==> config.mk <==
export PLATFORM = sky130hd
export DESIGN_NAME = pipe_fwd_ctrl
export DESIGN_NICKNAME = d
export VERILOG_FILES = /design/src/rtl/pipe_fwd_ctrl.sv
export SDC_FILE = /design/constraint.sdc
export NUM_CORES = 1
export LEC_CHECK = 0
export CELL_PAD_IN_SITES_DETAIL_PLACEMENT = 1
export CELL_PAD_IN_SITES_GLOBAL_PLACEMENT = 1
export CORE_AREA = 3 3 142 144
export CTS_BUF_LIST = sky130_fd_sc_hd__clkbuf_8 sky130_fd_sc_hd__clkbuf_16
export DETAILED_ROUTE_END_ITERATION = 10
export DIE_AREA = 0 0 145 147
export GPL_ROUTABILITY_DRIVEN = 1
export GPL_TIMING_DRIVEN = 1
export PLACE_DENSITY = 0.92
export SLEW_MARGIN = 20
export SYNTH_ARGS = -nofsm -noshare
export SYNTH_HDL_FRONTEND = slang
export SYNTH_SLANG_ARGS = --single-unit
==> constraint.sdc <==
create_clock -name clock -period 3.65 [get_ports clock]
set_clock_uncertainty 0.2 [all_clocks]
set_input_delay 0.73 -clock clock [delete_from_list [all_inputs] [get_ports clock]]
set_output_delay 0.73 -clock clock [all_outputs]
set_load 0.01 [all_outputs]
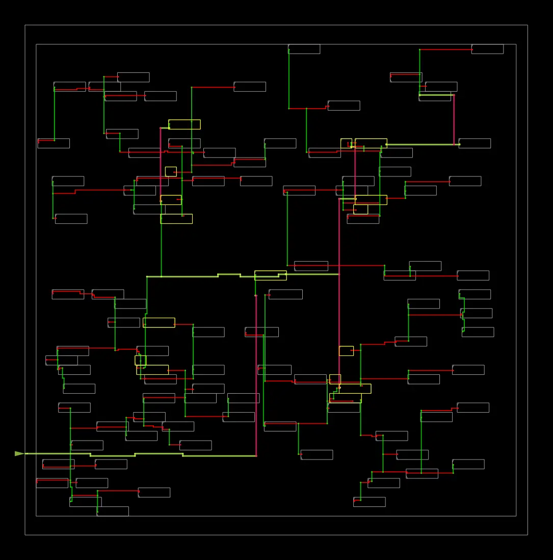
Fig. 1. Clock routing (run 1).
clock buffers: 9
Clock Power: 1000 uW
Flops: 93
Clock Sinks: 93

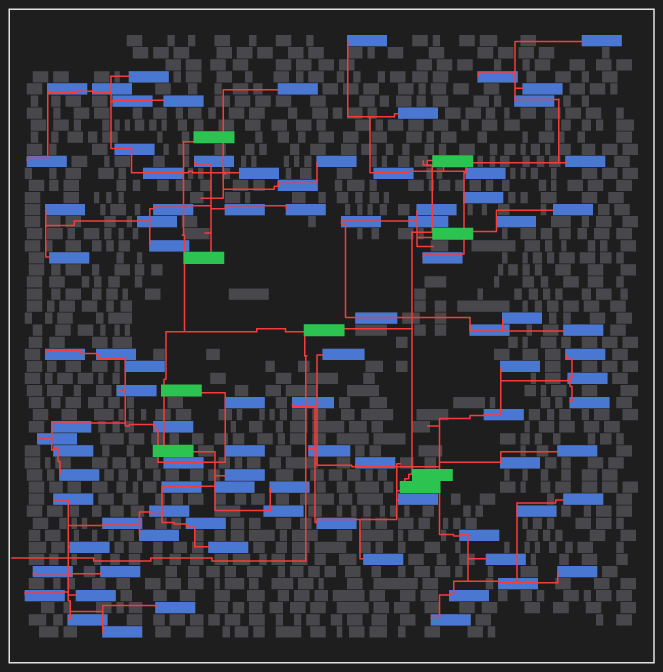
Fig. 2. Clock wires, drivers and flops (run 1).
legend:
  green:
    item: clock drivers
    count: 9
  blue:
    item: flip-flops
    count: 93
  red:
    item: clock wires
    length: 1590 um
flops lie: all over the die
routed clock nets: 10
clock share of power: 32.8%
clk latency late pin: 0.35 ns

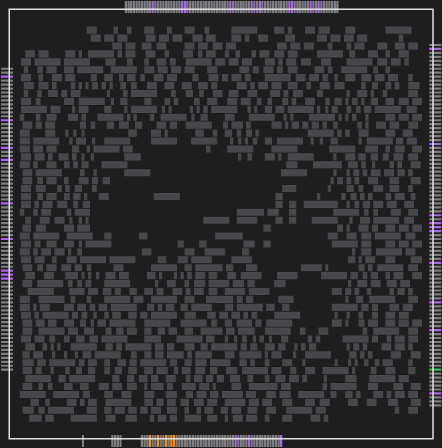
Fig. 3. Ports around the boundary (run 1).
Pins as bars across the die edge, other pins in grey.
legend:
  green:
    port: resetn
    pins: 1
    direction: input
    edge: right
  orange:
    port: ern
    pins: 5
    direction: input
    edge: bottom
  purple:
    port: mmo
    pins: 32
    direction: input
    edge: 10 right, 10 top, 9 left, 3 bottom
all pins by edge: 92 right, 80 top, 77 left, 58 bottom
Buffers on Ports: 306
die width: 145 um
height of the die: 147 um

==> results.cfg <==
; implementation run metrics
[layout]
area_growth_pct = 72.4
finalNonFillerCells = 1254
drive_above_1_share_pct = 19.1
fin_nets = 1135
final_cell_area_mm2 = 0.0101

[power_and_ir_drop]
p_int_uw = 2050
swShare_pct = 32.7
pwr-share-seq_pct = 37.7
ir_drop_mv = 0.285
p_leak_uw = 0.00455

[grt]
antenna_found_initial = 3
grt_first_pass_wirelength_um = 45200

[timing]
setup_ws_ns = 0.0217
period_needed_ns = 3.63
final-setup-viol-count = 0
worst_pin_slew_ns = 0.652
slew_headroom_pct = 56.5
fin_crit_sh_pct = 99.4

[drt]
dr.pass1.iters = 6
vias = 6795
final_antenna_net_count = 0
viasPerCell = 5.42

[clocking]
clk_pin_slew_ns = 0.08
clockBufferDepth = 2

[critical_path]
startpoint_type = primary input
cp-end-kind = output pin
critical_path_required_ns = 2.72

[placement]
hpwl_um = 21500
gp_congestion = 0.967

[outcome]
outcome = finished, final reports clean

[logic_synthesis]
syn_nets = 784
ys_warn_count = 0
ys_seq_share_pct = 39.9
yosysCellCount = 634
synth_top_area_share_pct = 39.9

[flow_run]
drv_cap = 0
openroad.warnings = 27

[die]
floorplan.core_util_pct = 31.0
core_area_mm2 = 0.0188

[min_path]
hold_class = in -> async
-- run 1: critical path, stage by stage --
cell and delay [ns]:
dlygate4sd2_1 0.31, xor2_1 0.22, nor3_2 0.23, and3_4 0.25
buf_12 0.12, nor2b_4 0.04, buf_4 0.17, a222oi_1 0.35
clkdlybuf4s15_2 0.27
-- run 1: kinds of logic (layout without fill, tap and decap cells) --
group | count (synthesis) | in the layout | synth area share, %
AND-OR/OR-AND | 193 | 193 | 21.9
AND/OR/NAND/NOR | 155 | 157 | 13.6
flip-flops | 93 | 93 | 39.9
buffers and inverters | 79 | 433 | 5.68
multiplexers | 69 | 69 | 12.1
XOR/XNOR | 44 | 44 | 6.61
adder cells (fa/ha/maj) | 1 | 1 | 0.214
other | 0 | 4 | 0
-- run 1: what timing repair did --
action | in CTS | in global routing
gates resized | 209 | 66
endpoints found under the setup margin | 65 | 64
buffers inserted | 21 | 7
pin swaps | 21 | 14
cloned | 4 | 1
hold endpoints to repair | 0 | 0
-- run 1: per-layer routing --
metal / vias up / track usage, % / part of all wire (%) / routed length, um
met5: - / 0 / 0 / 0
met4: 0 / 13.0 / 3.7 / 1150
met3: 62 / 6.57 / 7.1 / 2170
met2: 349 / 49.0 / 51 / 15600
met1: 3364 / 31.5 / 38 / 11700
li1: 3020 / - / - / -
-- run 1: power groups by stage --
stage | clock network (uW) | logic (uW) | registers, uW
global placement | 0 | 880 | 1160
detailed placement | 0 | 908 | 1170
finish | 1000 | 898 | 1150
CTS | 1020 | 883 | 1150
global route | 1080 | 954 | 1160
floorplan | 0 | 296 | 1180
-- run 1: cell usage in the layout, fill, tap and decap left out, types with 27 or more instances in the layout --
cell type and instances:
a21o_1 28, xnor2_1 31, inv_1 32, a21oi_1 91, o22ai_1 27, buf_4 59, mux2i_1 64, a222oi_1 32
dfrtp_1 89, nand2_1 68, clkdlybuf4s50_1 224, buf_2 30, nor2b_1 32
-- run 1: area by class of cell --
type | instances | area (um^2) | area share [%]
repair buffers | 385 | 3640 | 36.2
multi-input cells | 464 | 3330 | 33.1
flip-flops and latches | 93 | 2330 | 23.2
well taps | 260 | 325 | 3.23
clock buffers | 9 | 225 | 2.24
inverters | 32 | 120 | 1.19
clock inverters | 7 | 73.8 | 0.734
diodes | 4 | 10.0 | 0.0995
-- run 1: synth_stat cells (all sizes together) (2+ instances only) --
library cell / n
o22ai: 28
nand3b: 2
dfrtp: 93
o21ai: 4
mux2i: 64
buf: 18
or4: 2
and2: 2
nand4: 12
xnor2: 36
nand2: 69
o211ai: 5
mux2: 5
nor3: 4
a222oi: 32
inv: 32
and3: 4
clkbuf: 29
a21o: 28
nor2b: 33
xor2: 8
a21oi: 92
nand3: 11
nor2: 10
-- run 1: through the flow --
stage               setup TNS [ns]  utilization [%]
finish                           0             53.4
global route                -0.397             53.4
CTS                       -0.00101             53.0
detailed placement          -42.24             50.4
global placement            -33.19             50.4
floorplan                        0                -
No activity file was given, so power comes from the tool's default toggle rates.
